[src/rtl/p_i_cache_control.sv]
// p_i_cache_control -- control stage of the pipelined 4-way instruction cache.
//
// Takes the hit/valid/PLRU/line results of the array check stage, answers the
// CPU fetch (same cycle on a hit), and on a miss runs a single line refill from
// physical memory followed by one re-read cycle so the request then hits.
//
// Ports:
//   clk, rst                         clock, asynchronous active-high reset
//   mem_read, prev_address           CPU fetch request and its address
//   mem_rdata, mem_resp              fetched word and completion strobe
//   stall, addr_hold                 freeze fetch / hold array address on prev_address
//   hit, way_N_hit                   check-stage hit results (N = 0..3)
//   v_array_N_dataout                valid bits of the indexed set
//   LRU_array_dataout                PLRU word of the indexed set
//   dataout                          256-bit hit line
//   read_array_flag                  array read enable
//   v_array_N_load/_datain           valid-bit write controls
//   tag_array_N_load                 tag write enable
//   LRU_array_load/_datain           PLRU write controls
//   write_en_N_MUX_sel,
//   data_array_N_datain_MUX_sel      data-array write controls
//   pmem_read, pmem_resp             line-fill handshake with physical memory

package p_i_cache_pkg;
  typedef enum logic {
    no_write        = 1'b0,
    mem_write_cache = 1'b1
  } dataarraymux_sel_t;
endpackage

module p_i_cache_control
  import p_i_cache_pkg::*;
#(
  parameter int s_offset = 5,
  parameter int s_index  = 3,
  parameter int num_ways = 4
) (
  input  logic                  clk,
  input  logic                  rst,
  input  logic                  mem_read,
  input  logic [31:0]           prev_address,
  output logic [31:0]           mem_rdata,
  output logic                  mem_resp,
  output logic                  stall,
  output logic                  addr_hold,
  input  logic                  hit,
  input  logic                  way_0_hit,
  input  logic                  way_1_hit,
  input  logic                  way_2_hit,
  input  logic                  way_3_hit,
  input  logic                  v_array_0_dataout,
  input  logic                  v_array_1_dataout,
  input  logic                  v_array_2_dataout,
  input  logic                  v_array_3_dataout,
  input  logic [2:0]            LRU_array_dataout,
  input  logic [(8<<s_offset)-1:0] dataout,
  output logic                  read_array_flag,
  output logic                  v_array_0_load,
  output logic                  v_array_1_load,
  output logic                  v_array_2_load,
  output logic                  v_array_3_load,
  output logic                  v_array_0_datain,
  output logic                  v_array_1_datain,
  output logic                  v_array_2_datain,
  output logic                  v_array_3_datain,
  output logic                  tag_array_0_load,
  output logic                  tag_array_1_load,
  output logic                  tag_array_2_load,
  output logic                  tag_array_3_load,
  output logic                  LRU_array_load,
  output logic [2:0]            LRU_array_datain,
  output dataarraymux_sel_t     write_en_0_MUX_sel,
  output dataarraymux_sel_t     write_en_1_MUX_sel,
  output dataarraymux_sel_t     write_en_2_MUX_sel,
  output dataarraymux_sel_t     write_en_3_MUX_sel,
  output dataarraymux_sel_t     data_array_0_datain_MUX_sel,
  output dataarraymux_sel_t     data_array_1_datain_MUX_sel,
  output dataarraymux_sel_t     data_array_2_datain_MUX_sel,
  output dataarraymux_sel_t     data_array_3_datain_MUX_sel,
  output logic                  pmem_read,
  input  logic                  pmem_resp
);

  // The PLRU tree and port list are hard-wired for four ways.
  if (num_ways != 4 || s_offset + s_index > 32) begin : g_param_check
    $error("p_i_cache_control supports exactly 4 ways and s_offset + s_index <= 32");
  end

  typedef enum logic [1:0] {CHECK, FILL, REREAD} state_t;

  state_t     state;
  logic [1:0] victim;
  logic [1:0] victim_next;
  logic [2:0] lru_next;
  logic [3:0] valid;
  logic [3:0] way_load;
  logic       fill_done;
  logic       req;
  logic [s_offset-3:0] word_sel;

  // Tag and byte-in-word bits are resolved upstream.
  logic unused_addr;
  assign unused_addr = ^{prev_address[31:s_offset], prev_address[1:0]};

  assign valid    = {v_array_3_dataout, v_array_2_dataout, v_array_1_dataout, v_array_0_dataout};
  assign word_sel = prev_address[s_offset-1:2];
  assign mem_rdata = dataout[{word_sel, 5'b00000} +: 32];

  // A request seen while reset is held must not produce a response or a stall.
  assign req = mem_read & ~rst;

  // Victim: first empty way, otherwise follow the PLRU tree.
  always_comb begin
    // NOTE: every variable written here gets a default first, so no path can
    // leave it unassigned and infer a latch.
    victim_next = 2'd0;
    if (!valid[0])                 victim_next = 2'd0;
    else if (!valid[1])            victim_next = 2'd1;
    else if (!valid[2])            victim_next = 2'd2;
    else if (!valid[3])            victim_next = 2'd3;
    else if (!LRU_array_dataout[2]) victim_next = LRU_array_dataout[1] ? 2'd1 : 2'd0;
    else                           victim_next = LRU_array_dataout[0] ? 2'd3 : 2'd2;
  end

  // PLRU update points the tree away from the accessed way; with several hit
  // lines asserted the highest-index way wins.
  always_comb begin
    lru_next = LRU_array_dataout;
    if (way_3_hit) begin
      lru_next[2] = 1'b0;
      lru_next[0] = 1'b0;
    end else if (way_2_hit) begin
      lru_next[2] = 1'b0;
      lru_next[0] = 1'b1;
    end else if (way_1_hit) begin
      lru_next[2] = 1'b1;
      lru_next[1] = 1'b0;
    end else if (way_0_hit) begin
      lru_next[2] = 1'b1;
      lru_next[1] = 1'b1;
    end
  end

  always_ff @(posedge clk or posedge rst) begin
    // NOTE: sequential state uses non-blocking assignments so every register
    // samples pre-edge values regardless of statement order.
    if (rst) begin
      state  <= CHECK;
      victim <= 2'd0;
    end else begin
      unique case (state)
        CHECK: begin
          if (req && !hit) begin
            victim <= victim_next;
            state  <= FILL;
          end
        end
        FILL:    if (pmem_resp) state <= REREAD;
        REREAD:  state <= CHECK;
        default: state <= CHECK;
      endcase
    end
  end

  always_comb begin
    mem_resp         = 1'b0;
    stall            = 1'b0;
    addr_hold        = 1'b0;
    read_array_flag  = 1'b1;
    pmem_read        = 1'b0;
    LRU_array_load   = 1'b0;
    LRU_array_datain = 3'b000;
    fill_done        = 1'b0;
    unique case (state)
      CHECK: begin
        if (req) begin
          if (hit) begin
            mem_resp         = 1'b1;
            LRU_array_load   = 1'b1;
            LRU_array_datain = lru_next;
          end else begin
            stall     = 1'b1;
            addr_hold = 1'b1;
          end
        end
      end
      FILL: begin
        pmem_read       = 1'b1;
        stall           = 1'b1;
        addr_hold       = 1'b1;
        read_array_flag = 1'b0;
        fill_done       = pmem_resp;
      end
      REREAD: begin
        stall     = 1'b1;
        addr_hold = 1'b1;
      end
      default: ;
    endcase
  end

  // Only the latched victim way is written when the line arrives.
  always_comb begin
    way_load = 4'b0000;
    if (fill_done) way_load[victim] = 1'b1;
  end

  assign v_array_0_load   = way_load[0];
  assign v_array_1_load   = way_load[1];
  assign v_array_2_load   = way_load[2];
  assign v_array_3_load   = way_load[3];
  assign v_array_0_datain = way_load[0];
  assign v_array_1_datain = way_load[1];
  assign v_array_2_datain = way_load[2];
  assign v_array_3_datain = way_load[3];
  assign tag_array_0_load = way_load[0];
  assign tag_array_1_load = way_load[1];
  assign tag_array_2_load = way_load[2];
  assign tag_array_3_load = way_load[3];

  assign write_en_0_MUX_sel = way_load[0] ? mem_write_cache : no_write;
  assign write_en_1_MUX_sel = way_load[1] ? mem_write_cache : no_write;
  assign write_en_2_MUX_sel = way_load[2] ? mem_write_cache : no_write;
  assign write_en_3_MUX_sel = way_load[3] ? mem_write_cache : no_write;
  assign data_array_0_datain_MUX_sel = way_load[0] ? mem_write_cache : no_write;
  assign data_array_1_datain_MUX_sel = way_load[1] ? mem_write_cache : no_write;
  assign data_array_2_datain_MUX_sel = way_load[2] ? mem_write_cache : no_write;
  assign data_array_3_datain_MUX_sel = way_load[3] ? mem_write_cache : no_write;

endmodule

[config.mk]
export PLATFORM = sky130hd
export DESIGN_NAME = p_i_cache_control
export DESIGN_NICKNAME = d
export VERILOG_FILES = /design/src/rtl/p_i_cache_control.sv
export SDC_FILE = /design/constraint.sdc
export NUM_CORES = 1
export LEC_CHECK = 0
export CAP_MARGIN = 30
export CORE_AREA = 2 2 143 145
export CTS_BUF_LIST = sky130_fd_sc_hd__clkbuf_8
export DETAILED_ROUTE_END_ITERATION = 12
export DIE_AREA = 0 0 145 147
export GPL_TIMING_DRIVEN = 0
export SETUP_SLACK_MARGIN = 0.05
export SYNTH_ARGS = -nofsm -noshare
export SYNTH_HDL_FRONTEND = slang
export SYNTH_SLANG_ARGS = --single-unit
[constraint.sdc]
create_clock -name clk -period 3.4 [get_ports clk]
set_clock_uncertainty 0.15 [all_clocks]
set_input_delay 0.34 -clock clk [delete_from_list [all_inputs] [get_ports clk]]
set_output_delay 0.34 -clock clk [all_outputs]
set_load 0.01 [all_outputs]
==> impl_summary.log, run 1 <==
[report] implementation figures
[metrics] number of cells produced by synthesis: 177
[metrics] final worst path period need: 3.101 ns
[metrics] critical path buffer and inverter count: 3
[metrics] Total Routed Length: 16000 um
[metrics] area of all placed cells without fillers: 0.006282 mm^2
[metrics] logic depth of the worst path, buffers included: 7
[metrics] part of the power in registers: 7.3%
[metrics] largest registers in the final layout: state (2), victim (2)
[metrics] number of hold violations in the final report: 0
[metrics] detailed-route vias per instance: 4.078
[metrics] Global Route met1 Usage: 15.39%
[metrics] area of the die: 0.02132 mm^2
[metrics] FA/HA/MAJ Cells, Area Fraction: 1.949%
[metrics] master of the slowest instance on the critical path: sky130_fd_sc_hd__nor4bb_1
[metrics] power in combinational cells: 1.01 mW
[metrics] detailed route wirelength on metal2: 8496 um
[metrics] Worst Slack Setup Final: 0.2990 ns
[metrics] detailed-router iteration count before antenna repair: 4
[metrics] Cell Chain, Critical Path: inv_1 > ha_1 > nor4bb_1 > nor2_1 > nor2_1 > buf_4 > clkdlybuf4s50_1
[metrics] top cell type by total area after synthesis: sky130_fd_sc_hd__mux4_1
[metrics] post-placement setup slack: 0.4043 ns
[metrics] crit-path leading delay family: simple AND/OR/NAND/NOR gates
[metrics] Overflow after GRT: 0
[metrics] maximum number of pins on one net before global-route repair: 11
[metrics] number of nets at floorplan: 485
[metrics] Max Cap Violations: 0
[metrics] Rel. slew slack: 37.40%
[metrics] setup repair after global routing missed its margin: no
[metrics] Hold WC Path Type: in -> async
[metrics] IR Drop Worst-Case VDD: 0.1114 mV
[metrics] busiest grt layer: met2
[metrics] cell total in the yosys stat output: 177
[metrics] share of synthesized cell area in and-or and or-and compound cells: 2.437%
[metrics] Top-area cell share: 38.89%
[metrics] XOR/XNOR Fraction of Synth Area: 0%
[metrics] width of the chip: 145 um
[metrics] Die Y-Extent: 147 um
[metrics] source-to-sink clock delay at the later pin of the worst-skew pair: 0.22 ns
[metrics] critical path endpoint: stall
[metrics] global routing usage on met2: 26.19%
[metrics] final count of negative-setup-slack endpoints: 0
[metrics] Yosys warnings: 0
[metrics] Met3 Wirelength: 1289 um
[metrics] switching share of total power: 30.59%
[metrics] global-route wire length before repair: 22710 um
[metrics] Static Leak: 2.331 nW
[metrics] DP HPWL: 14510 um
[metrics] area overhead of the layout relative to synthesis: 144.7%
[metrics] clock tree from TritonCTS: done
[metrics] number of global-route vias before repair: 3614
[metrics] critical path peak fanout: 6
[metrics] top cells by count: 38 x sky130_fd_sc_hd__mux4_1, 34 x sky130_fd_sc_hd__mux2_2, 26 x sky130_fd_sc_hd__mux4_2
[metrics] post-synthesis chip area from yosys: 0.002567 mm^2
[metrics] wire length the detailed router placed on met1: 5814 um
[metrics] flip-flop and latch count after synthesis: 4
[metrics] Fin Setup TNS: 0 ns
[metrics] number of design rule violations left after detail routing: 0
[metrics] flip-flops with a built-in enable: 0
[metrics] setup slack on the worst flop-to-flop path: 1.33 ns
[metrics] Max Fclk: 322.5 MHz
[metrics] Detailed Route Iter0 Violations: 67
[metrics] post-detailed-placement cell area: 0.006228 mm^2
[metrics] data required time of the critical path: 2.91 ns
[metrics] worst hold slack after final layout: 0.2409 ns
[metrics] initial antenna violation count: 6
[metrics] share of final-layout standard cells stronger than drive strength 1: 17.97%
[metrics] fp util: 12.94%
[metrics] clock transition at the registers of the reported paths: 0.03 ns
[metrics] run status: finished clean
[metrics] instance count after placement with tap cells included: 779
[metrics] origin of the worst setup path: state[1]
[metrics] met3 usage: 3.975%
[metrics] tally of non-filler cells in the final layout: 787
[metrics] P_int: 0.8312 mW
[metrics] number of rows created at floorplan: 52
[metrics] fin nets: 822
[metrics] remaining number of nets flagged by the antenna check after routing: 0
[metrics] fillers: 1999
[metrics] overall global routing resource usage: 14.11%
[metrics] multiplexer share of the synthesized area: 76.61%
[metrics] launching point of the worst reg2reg path: state[1]
[metrics] element type at the critical path end: primary output
[run 1: cells in the final DEF (no fill, tap or decap), types with 5 or more instances in the layout]
cell type,n
sky130_fd_sc_hd__nor2_1,6
sky130_fd_sc_hd__mux4_2,26
sky130_fd_sc_hd__inv_1,7
sky130_fd_sc_hd__buf_4,18
sky130_fd_sc_hd__buf_1,8
sky130_fd_sc_hd__clkdlybuf4s50_1,332
sky130_fd_sc_hd__buf_6,7
sky130_fd_sc_hd__mux4_1,38
sky130_fd_sc_hd__mux2_2,34
sky130_fd_sc_hd__diode_2,5
[run 1: area by class of cell]
class                   instances  area share [%]
diodes                          5          0.1992
plain buffers                  36           4.123
multi-input cells             130           34.73
well taps                     270           5.377
clock buffers                   3          0.6572
flip-flops and latches          4           1.593
repair buffers                332           52.90
inverters                       7          0.4182
Run 1, cells by drive strength:
The bar under the picture is 50 um long.
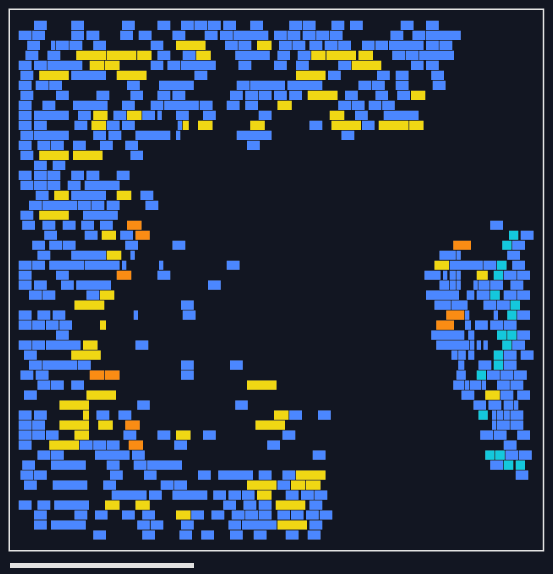
[orange] x6 and larger | cells: 10 | most used: buf_6
[blue] x1 and smaller | cells: 420 | most used: clkdlybuf4s50_1
[cyan] x3 and x4 | cells: 18 | most used: buf_4
[yellow] x2 | cells: 64 | most used: mux2_2

Run 1, pin placement:
Pins as bars across the die edge, other pins in gray.
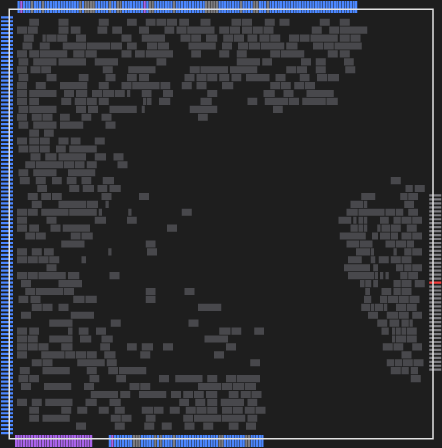
[red] v_array_3_datain | pins: 1 | direction: output | edge: right
[blue] dataout | pins: 256 | direction: input | edge: 106 left, 103 top, 47 bottom
[purple] prev_address | pins: 32 | direction: input | edge: 30 bottom, 2 top
all pins by edge: 127 top, 106 left, 87 bottom, 45 right

Run 1, metal 4:
The bar under the picture is 50 um long.
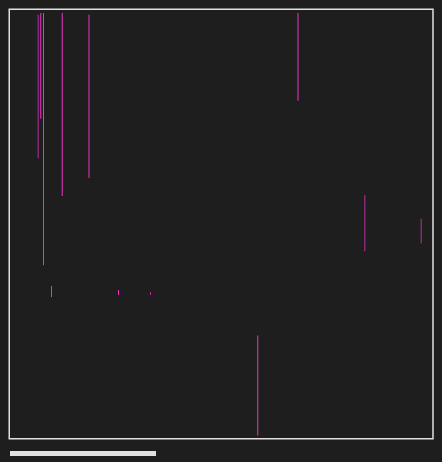
share of all routed wire: 2.4%
nets with wire on the layer: 11
main direction: vertical

Run 1, clock wiring as the flow saved it:
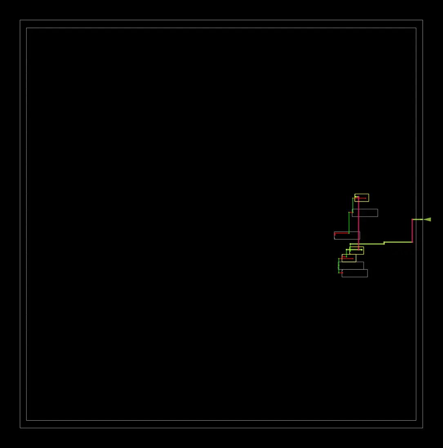
Power Clock: 0.0995 mW
number of buffers created by CTS: 3
sinks on the clock net: 4
Clock Buffer Count: 3

Run 1, clock distribution:
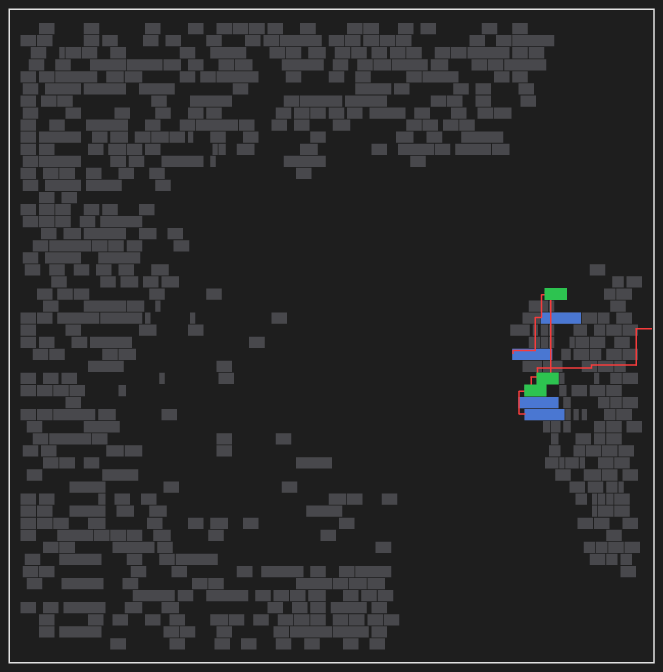

## Run 2: what changed since run 1
--- a/config.mk
+++ b/config.mk
@@ -5,12 +5,15 @@
 export SDC_FILE = /design/constraint.sdc
 export NUM_CORES = 1
 export LEC_CHECK = 0
-export CAP_MARGIN = 30
-export CORE_AREA = 2 2 143 145
+export CAP_MARGIN = 40
+export CELL_PAD_IN_SITES_DETAIL_PLACEMENT = 1
+export CELL_PAD_IN_SITES_GLOBAL_PLACEMENT = 1
+export CORE_AREA = 2 2 142 144
 export CTS_BUF_LIST = sky130_fd_sc_hd__clkbuf_8
 export DETAILED_ROUTE_END_ITERATION = 12
-export DIE_AREA = 0 0 145 147
+export DIE_AREA = 0 0 144 146
 export GPL_TIMING_DRIVEN = 0
+export PLACE_DENSITY_LB_ADDON = 0.1
 export SETUP_SLACK_MARGIN = 0.05
 export SYNTH_ARGS = -nofsm -noshare
 export SYNTH_HDL_FRONTEND = slang
Run 2, clock distribution:
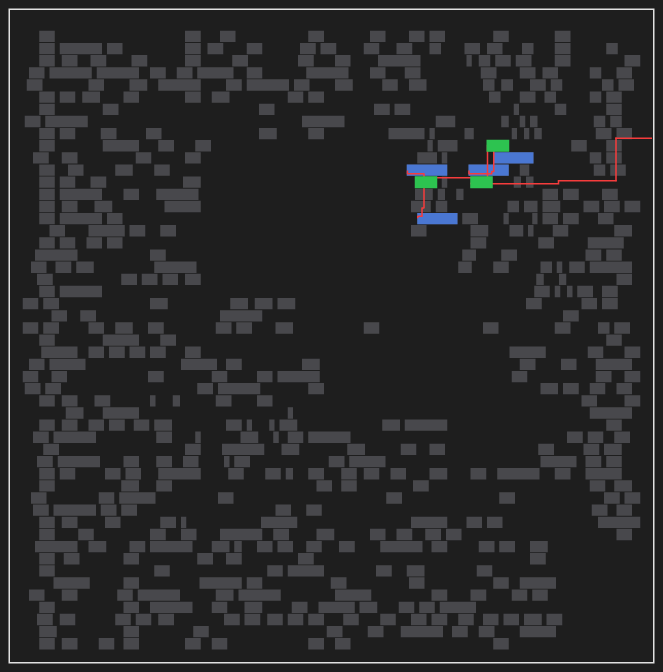
[red] clock wires | length: 109 um
[green] clock-net drivers | count: 3
[blue] flip-flops | count: 4
routed clock nets: 4

==> run 2 against run 1 <==
Net effect:
- hold slack gained 0.022 ns
- setup slack gained 0.15 ns
- highest routed layer unchanged
- cell area grew 0.18%
- first-iteration DRC count shrank 43%
- sequential cell count is the same
- synthesized cell count is the same
==> impl_summary.log, run 2 <==
[report] implementation figures
[metrics] top logic cells by instance count in the layout: 332 x sky130_fd_sc_hd__clkdlybuf4s50_1, 38 x sky130_fd_sc_hd__mux4_1, 34 x sky130_fd_sc_hd__mux2_2
[metrics] flip-flop and latch count after synthesis: 4
[metrics] tally of non-filler cells in the final layout: 782
[metrics] final count of negative-setup-slack endpoints: 0
[metrics] P_int: 0.8329 mW
[metrics] Tightest Pin Transition: 0.8102 ns
[metrics] fillers: 2142
[metrics] wire length the detailed router placed on met1: 5465 um
[metrics] Final non-clock buffer share: 57.28%
[metrics] count of unique library cells instantiated by Yosys: 26
[metrics] fp util: 13.28%
[metrics] Total Routed Length: 16610 um
[metrics] clock transition at the registers of the reported paths: 0.03 ns
[metrics] sequential cell area share: 1.590%
[metrics] Fin Setup TNS: 0 ns
[metrics] H-tree level count: 1
[metrics] worst hold slack after final layout: 0.2628 ns
[metrics] switching share of total power: 30.29%
[metrics] setup slack on the worst flop-to-flop path: 1.67 ns
[metrics] global-route wire length before repair: 23080 um
[metrics] Die Y-Extent: 146 um
[metrics] cell area after synthesis: 0.002567 mm^2
[metrics] number of buffers created by CTS: 3
[metrics] area of all placed cells without fillers: 0.006294 mm^2
[metrics] busiest grt layer: met2
[metrics] cell total in the yosys stat output: 177
[metrics] Largest cell class: non-clock buffers
[metrics] area overhead of the layout relative to synthesis: 145.1%
[metrics] top cells by count: 38 x sky130_fd_sc_hd__mux4_1, 34 x sky130_fd_sc_hd__mux2_2, 26 x sky130_fd_sc_hd__mux4_2
[metrics] Hold WC Path Type: in -> async
[metrics] Overflow after GRT: 0
[metrics] global routing usage on met2: 28.55%
[metrics] detailed route wirelength on metal2: 8605 um
[metrics] detailed-router iteration count before antenna repair: 4
[metrics] instance count after placement with tap cells included: 776
[metrics] width of the chip: 144 um
[metrics] area of the die: 0.02102 mm^2
[metrics] post-detailed-placement cell area: 0.006245 mm^2
[metrics] max incr delay on CP: 0.65 ns
[metrics] startpoint class of the critical path: input pin
[metrics] part of the power in registers: 7.4%
[metrics] sequential cell count: 4
[metrics] DP HPWL: 15080 um
[metrics] maximum number of pins on one net before global-route repair: 11
[metrics] Power Clock: 0.0980 mW
[metrics] nonclk buf count: 370
[metrics] Combinational Gates: 130
[metrics] number of global-route vias before repair: 3811
[metrics] heaviest power group: combinational logic
[metrics] met3 usage: 7.272%
[metrics] average wire per standard cell: 21.24 um
[metrics] overall global routing resource usage: 14.89%
[metrics] largest registers in the final layout: state (2), victim (2)
[metrics] worst reg2reg path depth: 6
[metrics] Met3 Wirelength: 2182 um
[metrics] run status: finished clean
[metrics] placeable core region: 0.01933 mm^2
[metrics] post-synthesis chip area from yosys: 0.002567 mm^2
[metrics] fin nets: 824
[metrics] critical path peak fanout: 10
[metrics] setup repair after global routing missed its margin: no
[metrics] most frequently placed logic cell in the final layout: sky130_fd_sc_hd__clkdlybuf4s50_1
[metrics] number of hold violations in the final report: 0
[metrics] Comb gate area: 0.002182 mm^2
[metrics] detailed-route vias per instance: 4.138
[metrics] element type at the critical path end: primary output
[metrics] ys flop type: sky130_fd_sc_hd__dfrtp_1
[metrics] origin of the worst setup path: prev_address[4]
[metrics] Non-clk invs: 7
[metrics] Port-buffer cells: 332
[metrics] Tapcells: 265
[metrics] Clock buf/inv share: 0.6561%
[metrics] Yosys warnings: 0
[metrics] Worst Slack Setup Final: 0.4538 ns
[metrics] number of diodes: 3
[metrics] source-to-sink clock delay at the later pin of the worst-skew pair: 0.21 ns
[metrics] Max Fclk: 339.4 MHz
[metrics] share of final-layout standard cells stronger than drive strength 1: 18.29%
[metrics] IR Drop Worst-Case VDD: 0.1101 mV
[metrics] master of the slowest instance on the critical path: sky130_fd_sc_hd__buf_1
[metrics] critical path endpoint: mem_rdata[12]
[metrics] fin util: 32.55%
[metrics] combinational share of cell area: 34.67%
[metrics] Clock Buffer Count: 3
[metrics] initial antenna violation count: 5
[metrics] Static Leak: 2.341 nW
[metrics] final worst path period need: 2.946 ns
[metrics] Detailed Route Iter0 Violations: 38
[metrics] clock tree from TritonCTS: done
[metrics] Cell Chain, Critical Path: buf_2 > buf_1 > mux4_2 > mux2_2 > clkdlybuf4s50_1
[metrics] power in combinational cells: 1.01 mW
[metrics] number of design rule violations left after detail routing: 0
[metrics] cycle use final: 86.65%
[metrics] Top-area cell share: 38.89%
[metrics] number of cells produced by synthesis: 177
[metrics] Global Route met1 Usage: 13.95%
[metrics] data required time of the critical path: 2.91 ns
[metrics] Rel. slew slack: 45.99%
[metrics] post-placement setup slack: 0.3661 ns
[metrics] number of nets at floorplan: 485
[metrics] critical setup path kind: in -> out
[metrics] Async S/R FF share, synth: 100.0%
[metrics] launching point of the worst reg2reg path: state[1]
[metrics] Max Cap Violations: 0
[metrics] power per cell area: 189.8 mW/mm^2
[metrics] top cell type by total area after synthesis: sky130_fd_sc_hd__mux4_1
[metrics] remaining number of nets flagged by the antenna check after routing: 0
[metrics] post_cts resized: 0
[metrics] number of rows created at floorplan: 51
[metrics] flip-flops with a built-in enable: 0
[metrics] sinks on the clock net: 4
==> run 2: cell counts after synthesis <==
Identical to the previous run, type by type.
==> run 2: cell families (layout without fill, tap and decap cells) <==
| group | after synthesis | in the layout | synth area share [%] |
|---|---|---|---|
| adder cells (fa/ha/maj) | 4 | 4 | 1.949 |
| other | 0 | 3 | 0 |
| flip-flops | 4 | 4 | 3.899 |
| buffers and inverters | 43 | 380 | 11.11 |
| AND-OR/OR-AND | 9 | 9 | 2.437 |
| AND/OR/NAND/NOR | 19 | 19 | 3.997 |
| multiplexers | 98 | 98 | 76.61 |
==> run 2: worst max-delay path, delay by kind of cell <==
family / cells / cell delay, ns
buffers and inverters: 3 / 1.39
multiplexers: 2 / 0.72
## Run 3: what changed since run 2
--- a/config.mk
+++ b/config.mk
@@ -10,6 +10,7 @@
 export CELL_PAD_IN_SITES_GLOBAL_PLACEMENT = 1
 export CORE_AREA = 2 2 142 144
 export CTS_BUF_LIST = sky130_fd_sc_hd__clkbuf_8
+export CTS_CLUSTER_DIAMETER = 100
 export DETAILED_ROUTE_END_ITERATION = 12
 export DIE_AREA = 0 0 144 146
 export GPL_TIMING_DRIVEN = 0
Run 3, clock distribution:
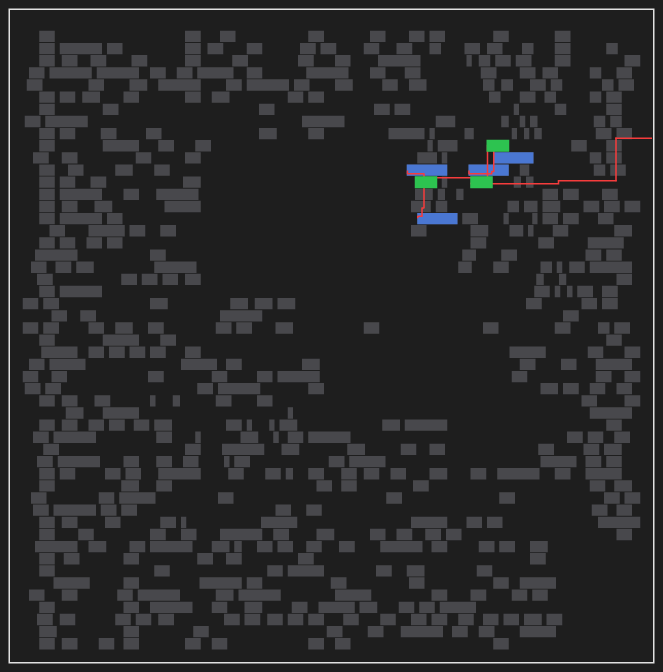
[green] clock-net drivers | count: 3
[red] clock wires | length: 109 um
[blue] flip-flops | count: 4
routed clock nets: 4

==> run 3 against run 2 <==
Net effect:
- combinational power is essentially flat
- highest routed layer unchanged
- via count is the same
- wire length is the same
- critical path type unchanged
- critical path depth is the same
- setup slack is the same
- fmax is the same
- first-iteration DRC count is the same
- register-to-register slack is essentially flat
- sequential cell count is the same
- hold slack is the same
- power is the same
- sequential power is essentially flat
==> impl_summary.log, run 3 <==
[report] implementation figures
[metrics] post_cts resized: 0
[metrics] largest registers in the final layout: state (2), victim (2)
[metrics] source-to-sink clock delay at the later pin of the worst-skew pair: 0.21 ns
[metrics] setup slack on the worst flop-to-flop path: 1.67 ns
[metrics] Detailed Route Iter0 Violations: 38
[metrics] most numerous cell in the Yosys netlist: sky130_fd_sc_hd__mux4_1
[metrics] area of all placed cells without fillers: 0.006294 mm^2
[metrics] Async S/R FF share, synth: 100.0%
[metrics] launching point of the worst reg2reg path: state[1]
[metrics] Total Routed Length: 16610 um
[metrics] fp util: 13.28%
[metrics] Global Route met1 Usage: 13.95%
[metrics] top logic cells by instance count in the layout: 332 x sky130_fd_sc_hd__clkdlybuf4s50_1, 38 x sky130_fd_sc_hd__mux4_1, 34 x sky130_fd_sc_hd__mux2_2
[metrics] cell area after synthesis: 0.002567 mm^2
[metrics] Max Cap Violations: 0
[metrics] number of hold violations in the final report: 0
[metrics] clock transition at the registers of the reported paths: 0.03 ns
[metrics] flip-flop and latch count after synthesis: 4
[metrics] remaining number of nets flagged by the antenna check after routing: 0
[metrics] final count of negative-setup-slack endpoints: 0
[metrics] number of design rule violations left after detail routing: 0
[metrics] most frequently placed logic cell in the final layout: sky130_fd_sc_hd__clkdlybuf4s50_1
[metrics] Die Y-Extent: 146 um
[metrics] number of buffers created by CTS: 3
[metrics] post-placement setup slack: 0.3661 ns
[metrics] Hold WC Path Type: in -> async
[metrics] cell total in the yosys stat output: 177
[metrics] global routing usage on met2: 28.55%
[metrics] detailed-router iteration count before antenna repair: 4
[metrics] startpoint class of the critical path: input pin
[metrics] heaviest power group: combinational logic
[metrics] post-detailed-placement cell area: 0.006245 mm^2
[metrics] maximum number of pins on one net before global-route repair: 11
[metrics] Post-CTS Hold Fix Bufs: 0
[metrics] flip-flops with a built-in enable: 0
[metrics] power in combinational cells: 1.01 mW
[metrics] P_int: 0.8329 mW
[metrics] Rel. slew slack: 45.99%
[metrics] data required time of the critical path: 2.91 ns
[metrics] critical path peak fanout: 10
[metrics] Tightest Pin Transition: 0.8102 ns
[metrics] area overhead of the layout relative to synthesis: 145.1%
[metrics] area of the die: 0.02102 mm^2
[metrics] wire length the detailed router placed on met1: 5465 um
[metrics] global-route wire length before repair: 23080 um
[metrics] fin util: 32.55%
[metrics] fin nets: 824
[metrics] critical path endpoint: mem_rdata[12]
[metrics] worst r2r dst: victim[0]
[metrics] count of unique library cells instantiated by Yosys: 26
[metrics] master of the slowest instance on the critical path: sky130_fd_sc_hd__buf_1
[metrics] cycle use final: 86.65%
[metrics] worst reg2reg path depth: 6
[metrics] clock tree from TritonCTS: done
[metrics] number of rows created at floorplan: 51
[metrics] number of global-route vias before repair: 3811
[metrics] sinks on the clock net: 4
[metrics] critical setup path kind: in -> out
[metrics] DP HPWL: 15080 um
[metrics] instance count after placement with tap cells included: 776
[metrics] detailed-route vias per instance: 4.138
[metrics] ys flop type: sky130_fd_sc_hd__dfrtp_1
[metrics] placeable core region: 0.01933 mm^2
[metrics] root buffer cell: sky130_fd_sc_hd__clkbuf_8
[metrics] Max Fclk: 339.4 MHz
[metrics] Overflow after GRT: 0
[metrics] Met3 Wirelength: 2182 um
[metrics] tally of non-filler cells in the final layout: 782
[metrics] number of nets at floorplan: 485
[metrics] share of final-layout standard cells stronger than drive strength 1: 18.29%
[metrics] Port-buffer cells: 332
[metrics] top cell type by total area after synthesis: sky130_fd_sc_hd__mux4_1
[metrics] area taken by flip-flops and latches: 100.1 um^2
[metrics] Comb gate area: 0.002182 mm^2
[metrics] post-synthesis chip area from yosys: 0.002567 mm^2
[metrics] power per cell area: 189.8 mW/mm^2
[metrics] top cells by count: 38 x sky130_fd_sc_hd__mux4_1, 34 x sky130_fd_sc_hd__mux2_2, 26 x sky130_fd_sc_hd__mux4_2
[metrics] Cell Chain, Critical Path: buf_2 > buf_1 > mux4_2 > mux2_2 > clkdlybuf4s50_1
[metrics] setup repair after global routing missed its margin: no
[metrics] Worst Slack Setup Final: 0.4538 ns
[metrics] fillers: 2142
[metrics] Top-area cell share: 38.89%
[metrics] element type at the critical path end: primary output
[metrics] average wire per standard cell: 21.24 um
[metrics] final worst path period need: 2.946 ns
[metrics] overall global routing resource usage: 14.89%
[metrics] Yosys warnings: 0
[metrics] IR Drop Worst-Case VDD: 0.1101 mV
[metrics] detailed route wirelength on metal2: 8605 um
[metrics] switching share of total power: 30.29%
[metrics] origin of the worst setup path: prev_address[4]
[metrics] met3 usage: 7.272%
[metrics] initial antenna violation count: 5
[metrics] run status: finished clean
[metrics] worst hold slack after final layout: 0.2628 ns
[metrics] busiest grt layer: met2
[metrics] Fin Setup TNS: 0 ns
[metrics] part of the power in registers: 7.4%
[metrics] H-tree level count: 1
-- run 3: cell counts in the layout (fill, tap and decap cells not counted) --
No cell type changed its count.
-- run 3: logic make-up after synthesis --
| group | count (synthesis) | share of synthesized area (%) |
|---|---|---|
| muxes | 98 | 76.61 |
| buffers and inverters | 43 | 11.11 |
| and+or+nand+nor | 19 | 3.997 |
| AOI/OAI and AO/OA | 9 | 2.437 |
| adders and majority gates | 4 | 1.949 |
| DFF | 4 | 3.899 |
-- run 3: cell type report --
cell class	count	area share, %
repair buffers	334	53.16
multi-input cells	130	34.67
well taps	265	5.268
plain buffers	36	4.115
flip-flops and latches	4	1.590
clock buffers	3	0.6561
inverters	7	0.4175
diodes	3	0.1193
-- run 3: critical path: cells and delay by family --
family / cells / cell delay [ns]
buffers and inverters: 3 / 1.39
multiplexers: 2 / 0.72
Power is estimated from default activity; no workload was simulated.
